==> src/rtl/tv_pkg.sv <==
// Shared types for the test-vector runner: sequencer states and run modes.
package tv_pkg;
    typedef enum logic [2:0] {IDLE, APPLY, SETTLE, CHECK, DONE} state_t;

    localparam logic MODE_EXHAUSTIVE = 1'b0;
    localparam logic MODE_MEMORY     = 1'b1;
endpackage

==> src/rtl/tv_mem.sv <==
// Vector store: one synchronous write port, one combinational read port.
// Contents are deliberately left unreset so vectors survive a run abort.
module tv_mem #(
    parameter  int IN_W  = 4,
    parameter  int OUT_W = 1,
    parameter  int DEPTH = 16,
    localparam int AW    = $clog2(DEPTH)
) (
    input  logic             clk,
    input  logic             wr_en_i,
    input  logic [AW-1:0]    wr_addr_i,
    input  logic [IN_W-1:0]  wr_stim_i,
    input  logic [OUT_W-1:0] wr_exp_i,
    input  logic [OUT_W-1:0] wr_mask_i,
    input  logic [AW-1:0]    rd_addr_i,
    output logic [IN_W-1:0]  rd_stim_o,
    output logic [OUT_W-1:0] rd_exp_o,
    output logic [OUT_W-1:0] rd_mask_o
);
    logic [IN_W-1:0]  stim_q [DEPTH];
    logic [OUT_W-1:0] exp_q  [DEPTH];
    logic [OUT_W-1:0] mask_q [DEPTH];

    always_ff @(posedge clk) begin
        if (wr_en_i) begin
            stim_q[wr_addr_i] <= wr_stim_i;
            exp_q[wr_addr_i]  <= wr_exp_i;
            mask_q[wr_addr_i] <= wr_mask_i;
        end
    end

    assign rd_stim_o = stim_q[rd_addr_i];
    assign rd_exp_o  = exp_q[rd_addr_i];
    assign rd_mask_o = mask_q[rd_addr_i];
endmodule

==> src/rtl/tv_runner.sv <==
// Test-vector sequencer: applies stimulus, waits, compares masked DUT output,
// and tracks error count plus the first failing vector index.
//
//   state  | meaning
//   IDLE   | waiting for start after reset
//   APPLY  | drive stimulus of current vector onto dut_in
//   SETTLE | count down SETTLE_CYC cycles for the DUT to respond
//   CHECK  | compare masked response, advance or finish
//   DONE   | results held until the next start
module tv_runner
    import tv_pkg::*;
#(
    parameter  int IN_W       = 4,
    parameter  int OUT_W      = 1,
    parameter  int DEPTH      = 16,
    parameter  int SETTLE_CYC = 1,
    parameter  int ERR_W      = 16,
    localparam int AW         = $clog2(DEPTH),
    localparam int NV_W       = AW + 1,
    localparam int IDX_W      = (AW > IN_W) ? AW : IN_W
) (
    input  logic             clk,
    input  logic             rst_n,
    input  logic             start,
    input  logic             mode,
    input  logic [NV_W-1:0]  num_vec,
    input  logic             tv_wr_en,
    input  logic [AW-1:0]    tv_wr_addr,
    input  logic [IN_W-1:0]  tv_wr_stim,
    input  logic [OUT_W-1:0] tv_wr_exp,
    input  logic [OUT_W-1:0] tv_wr_mask,
    input  logic [OUT_W-1:0] ref_out,
    input  logic [OUT_W-1:0] dut_out,
    output logic [IN_W-1:0]  dut_in,
    output logic             busy,
    output logic             done,
    output logic             pass,
    output logic [ERR_W-1:0] err_count,
    output logic [IDX_W-1:0] first_fail_idx,
    output logic [IDX_W-1:0] vec_idx
);
    localparam logic [3:0] SETTLE_LD = 4'((SETTLE_CYC > 0) ? SETTLE_CYC - 1 : 0);

    state_t           state_q;
    logic             mode_q;
    logic [IDX_W:0]   total_q;
    logic [3:0]       settle_q;
    logic [IN_W-1:0]  dut_in_q;
    logic             busy_q, done_q, pass_q;
    logic [ERR_W-1:0] err_q;
    logic [IDX_W-1:0] ff_q, vec_q;

    logic [IN_W-1:0]  mem_stim;
    logic [OUT_W-1:0] mem_exp, mem_mask;
    logic [IN_W-1:0]  stim_sel;
    logic [OUT_W-1:0] exp_sel, mask_sel;
    logic [IDX_W:0]   start_total;
    logic             mismatch, last_vec;

    tv_mem #(.IN_W(IN_W), .OUT_W(OUT_W), .DEPTH(DEPTH)) u_mem (
        .clk       (clk),
        .wr_en_i   (tv_wr_en && !busy_q),
        .wr_addr_i (tv_wr_addr),
        .wr_stim_i (tv_wr_stim),
        .wr_exp_i  (tv_wr_exp),
        .wr_mask_i (tv_wr_mask),
        .rd_addr_i (vec_q[AW-1:0]),
        .rd_stim_o (mem_stim),
        .rd_exp_o  (mem_exp),
        .rd_mask_o (mem_mask)
    );

    always_comb begin
        stim_sel = (mode_q == MODE_MEMORY) ? mem_stim : vec_q[IN_W-1:0];
        exp_sel  = (mode_q == MODE_MEMORY) ? mem_exp  : ref_out;
        mask_sel = (mode_q == MODE_MEMORY) ? mem_mask : '1;
        start_total = (IDX_W + 1)'(1) << IN_W;
        if (mode == MODE_MEMORY)
            start_total = (num_vec > NV_W'(DEPTH)) ? (IDX_W + 1)'(DEPTH) : (IDX_W + 1)'(num_vec);
        // Case-inequality so an X/Z on a compared bit counts as a failure.
        mismatch = ((dut_out & mask_sel) !== (exp_sel & mask_sel));
        last_vec = ({1'b0, vec_q} + (IDX_W + 1)'(1)) == total_q;
    end

    always_ff @(posedge clk or negedge rst_n) begin
        if (!rst_n) begin
            state_q  <= IDLE;
            mode_q   <= MODE_EXHAUSTIVE;
            total_q  <= '0;
            settle_q <= '0;
            dut_in_q <= '0;
            busy_q   <= 1'b0;
            done_q   <= 1'b0;
            pass_q   <= 1'b0;
            err_q    <= '0;
            ff_q     <= '0;
            vec_q    <= '0;
        end else begin
            case (state_q)
                IDLE, DONE: begin
                    if (state_q == DONE) begin
                        busy_q <= 1'b0;
                        done_q <= 1'b1;
                        pass_q <= (err_q == '0);
                    end
                    if (start) begin
                        err_q   <= '0;
                        ff_q    <= '0;
                        vec_q   <= '0;
                        done_q  <= 1'b0;
                        pass_q  <= 1'b0;
                        busy_q  <= 1'b1;
                        mode_q  <= mode;
                        total_q <= start_total;
                        state_q <= (start_total == '0) ? DONE : APPLY;
                    end
                end
                APPLY: begin
                    dut_in_q <= stim_sel;
                    if (SETTLE_CYC == 0) begin
                        state_q <= CHECK;
                    end else begin
                        settle_q <= SETTLE_LD;
                        state_q  <= SETTLE;
                    end
                end
                SETTLE: begin
                    if (settle_q == '0) state_q <= CHECK;
                    else                settle_q <= settle_q - 4'd1;
                end
                CHECK: begin
                    if (mismatch) begin
                        if (err_q != '1) err_q <= err_q + ERR_W'(1);
                        if (err_q == '0) ff_q <= vec_q;
                    end
                    if (last_vec) begin
                        state_q <= DONE;
                    end else begin
                        vec_q   <= vec_q + IDX_W'(1);
                        state_q <= APPLY;
                    end
                end
                default: state_q <= IDLE;
            endcase
        end
    end

    assign dut_in         = dut_in_q;
    assign busy           = busy_q;
    assign done           = done_q;
    assign pass           = pass_q;
    assign err_count      = err_q;
    assign first_fail_idx = ff_q;
    assign vec_idx        = vec_q;
endmodule

==> config.mk <==
export PLATFORM = sky130hd
export DESIGN_NAME = tv_runner
export DESIGN_NICKNAME = d
export VERILOG_FILES = /design/src/rtl/tv_pkg.sv /design/src/rtl/tv_mem.sv /design/src/rtl/tv_runner.sv
export SDC_FILE = /design/constraint.sdc
export NUM_CORES = 1
export LEC_CHECK = 0
export CAP_MARGIN = 25
export CORE_MARGIN = 8
export CORE_UTILIZATION = 57
export DETAILED_ROUTE_END_ITERATION = 10
export GPL_ROUTABILITY_DRIVEN = 0
export PLACE_DENSITY_LB_ADDON = 0.2
export SKIP_CTS_REPAIR_TIMING = 1
export SLEW_MARGIN = 25
export SYNTH_ARGS = -nofsm -noshare
export SYNTH_HDL_FRONTEND = slang
export SYNTH_SLANG_ARGS = --single-unit
==> constraint.sdc <==
create_clock -name clk -period 2.9 [get_ports clk]
set_input_delay 0.29 -clock clk [delete_from_list [all_inputs] [get_ports clk]]
set_output_delay 0.29 -clock clk [all_outputs]
set_load 0.02 [all_outputs]
Fig. 1: M1 wires
Drawn at 3 px/um. Supply wires on this layer in gray.
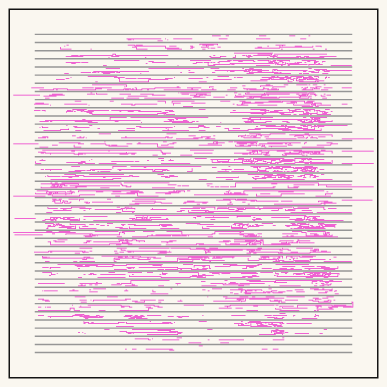
share of all routed wire: 42%
nets with wire on the layer: 529
wire length on this layer: 5990 um
via total after detailed routing: 4316
routing usage on met1: 24.62%
Final Routed Wirelength: 14430 um

Fig. 2: close-up of the layout
Region (46, 71) to (76, 101) um. Cells in gray, sequential cells in the stronger gray; small squares are vias.
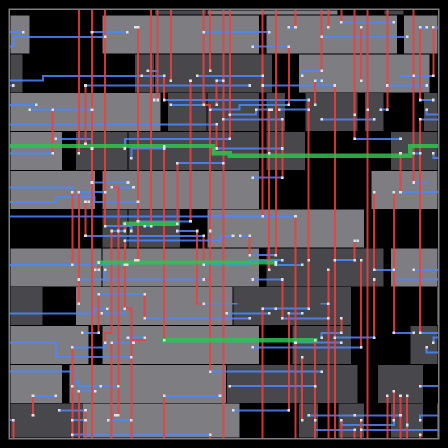
legend:
  metal 2:
    color: red
  metal 1:
    color: blue
  metal 3:
    color: green
most frequent: edfxtp_1 (12), mux2i_1 (4), mux4_2 (4)
netlist names of flops here include: `u_mem.mask_q` (8), `u_mem.exp_q` (3), `first_fail_idx` (2)
cells with their middle in the window: 39
sequential cells in the window: 15

Fig. 3: gate-type map
Drawn at 4 px/um.
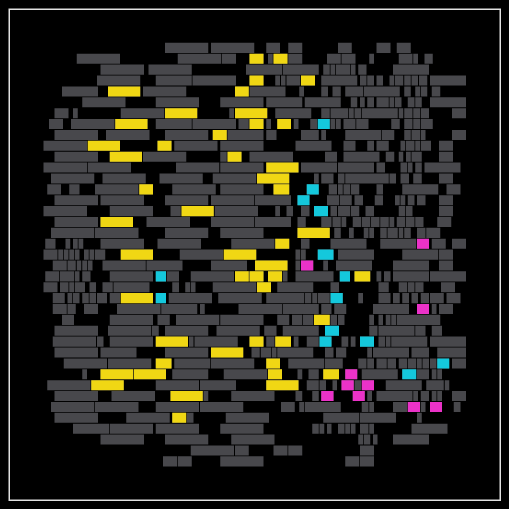
legend:
  AND-OR and OR-AND gates:
    color: cyan
    cells: 14
  XOR/XNOR gates:
    color: magenta
    cells: 10
    where: bottom right
  multiplexers:
    color: yellow
    cells: 48
most instantiated logic cell after routing: sky130_fd_sc_hd__edfxtp_1
Non-Filler Instances: 700

==> run summary <==
The implementation run finished. Data arrives at the worst endpoint at 2.95 ns. The number of multi-input combinational cells in the layout is 306. Setup repair after global routing left no endpoint under its margin.

The worst setup path is launched from a flop. Per the slew report, the remaining headroom to the max-slew limit stands at 50.02%. After detailed routing, the met2 layer carries 7478 um of wire. Async set or reset register ratio after synthesis landed at 31.43%. Critical-path maximum fanout landed at 20.

Sequential cell fraction of total power landed at 37.3%. The multi-input combinational cells in the finished layout cover a total of 0.002271 mm^2. Post-layout utilization of the core landed at 68.78%. Number of enable-type register cells in the synthesized netlist landed at 96. Part of the total power dissipated in combinational logic landed at 32.8%. Endpoints with negative setup slack in the final report add up to 0. Worst stage delay on the critical path landed at 0.59 ns.

After technology mapping, the gate count stands at 484. By area the synthesized netlist is led by sky130_fd_sc_hd__edfxtp_1 (45%), sky130_fd_sc_hd__dfrtp_1 (17%), sky130_fd_sc_hd__mux4_2 (7.3%), sky130_fd_sc_hd__nand2_1 (3.2%), sky130_fd_sc_hd__mux2i_1 (3.1%). The layout report lists the non-clock buffer share of cell area as 8.622%.

Per the summary, power density relative to cell area is 916.3 mW/mm^2. Number of warnings in the stage logs landed at 28. Final worst clock skew landed at 0.006852 ns. The flow ran to the end, and the final reports show no timing, DRC or antenna violations.

The overall die size recorded for this design is 0.01497 mm^2. Sum of negative setup slack landed at 0 ns. Number of placed instances, taps included landed at 669. After synthesis, flip-flops and latches occupy 61.79% of the total area. The initial antenna violation count is 0. The synthesized design devotes to its leading area cell type 44.71% of total area. For the combinational group, total power comes out at 2.32 mW. In this run, the synthesized area fraction spent on xor and xnor cells is recorded as 1.358%.

The first global-routing pass estimated 22710 um of wire. The layout report gives the register share of total cell area as 51.62%. Residual DRC count landed at 0. The synthesized netlist devotes 8.325% of its cell area to compound gates. Portion of netlist area occupied by mux cells landed at 11.84%. Maximum clock frequency landed at 0.3773 GHz. The commonest cells after synthesis are sky130_fd_sc_hd__edfxtp_1 (96), sky130_fd_sc_hd__nand2_1 (55), sky130_fd_sc_hd__dfrtp_1 (44), sky130_fd_sc_hd__nor2_1 (29), sky130_fd_sc_hd__mux4_2 (21). Internal power consumption landed at 4.684 mW. Summing the areas of all fa, ha and maj instances in the mapped netlist gives 0.9703% of the synthesized area. Flip-flop and latch power landed at 2.64 mW. STA classifies the critical path endpoint as a flop. Standby leakage power landed at 2.775 nW. The number of sequential cells reported for the layout is 140. Total design power landed at 7.074 mW. TritonCTS created 17 clock buffers. In this run the critical register-to-register path is captured at err_count[7].

Worst slack on hold paths landed at 0.3432 ns. Signal nets in the final route climb as high as met4. In this run the number of H-tree levels came out at 4. TritonCTS built the clock tree. In this run, the synthesized area fraction spent on and/or/nand/nor cells is recorded as 12.73%.

Flip-flop and latch count after synthesis landed at 140. For this run, the number of Yosys warnings is 0. Broken down by cell family, the worst path's largest delay share belongs to AND-OR/OR-AND gates. Sorting the synthesis cell report by count puts at the top sky130_fd_sc_hd__edfxtp_1. Worst setup slack after layout landed at 0.2495 ns.

Clock buffer and inverter area fraction after layout landed at 7.488%. Largest net degree at the start of global routing landed at 30. Number of flip-flops under the largest register name landed at 64. The final max-slew violation count recorded for this run is 0. Of the combinational cells, the family taking the most area is simple AND/OR/NAND/NOR gates. The biggest area contributor in the post-synthesis netlist is sky130_fd_sc_hd__edfxtp_1. Counting I/O delays and the setup requirement, the final critical path takes 2.651 ns.

The initial utilization of the core area, before any placement, comes to 57.45%. Clock buffers in the final layout number 18. The clock network accounts for 30.0% of the total power. Number of tap cells added at floorplan landed at 143. Clock tree synthesis found a total of 140 sinks. Distinct cell type count after synthesis landed at 61. For reference, the post-synthesis area per instance comes to 13.32 um^2. The script reports the combined buffer and inverter count of the critical path as 1. Summed standard-cell area reported by yosys landed at 0.006447 mm^2.

The iteration count recorded for the first detailed-route pass is 5. OpenSTA lists the critical path startpoint as vec_idx[0]. The synth_stat.txt file lists the number of cells as 484.

The finished design was reported to have a net count of 573. met3 track demand over resource after global routing is 4.922%. Number of fill cells landed at 785. Note that the worst hold path type here is primary input to asynchronous set/reset pin. For the worst-skew pair, the clock arrives at the later sink with an insertion delay of 0.42 ns. For reference, the critical path cell chain is buf_4, mux2i_1, a22oi_1, o311ai_1, nand3_1, a32o_1, a31o_1. Of the cells placed in the final design, the portion with a size suffix greater than 1 is 14.90%.

Number of port buffers landed at 52. Post-synth the commonest register cell is sky130_fd_sc_hd__edfxtp_1. Sequential cell area landed at 0.003985 mm^2. Per the breakdown, switching nets consume 33.78% of all power. The data required time reported for the critical path is 3.20 ns. Die boundary width landed at 122.4 um. Reported clock group power landed at 2.12 mW. The critical path ends at err_count[7]. The via count of the first global-routing pass is 4225. Remaining global-route overflow landed at 0.
Fig. 4: metal layers overlaid
Drawn at 3 px/um. Only two layers are drawn.
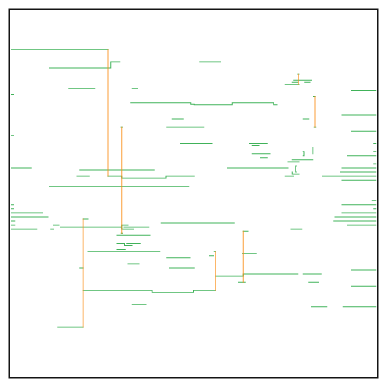
legend:
  metal 3:
    color: green
    wire_length: 806 um
  metal 4:
    color: orange
    wire_length: 157 um
wire length per cell: 20.62 um
overall track demand over capacity in global routing: 20.24%

Fig. 5: routing congestion
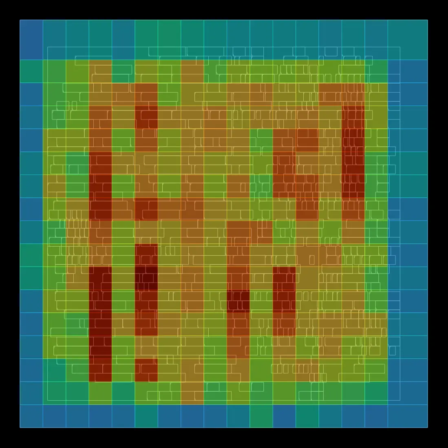
fraction of met2 tracks used by global routing: 34.64%
most heavily used metal layer in global routing: met2

Power is estimated from default activity; no workload was simulated.
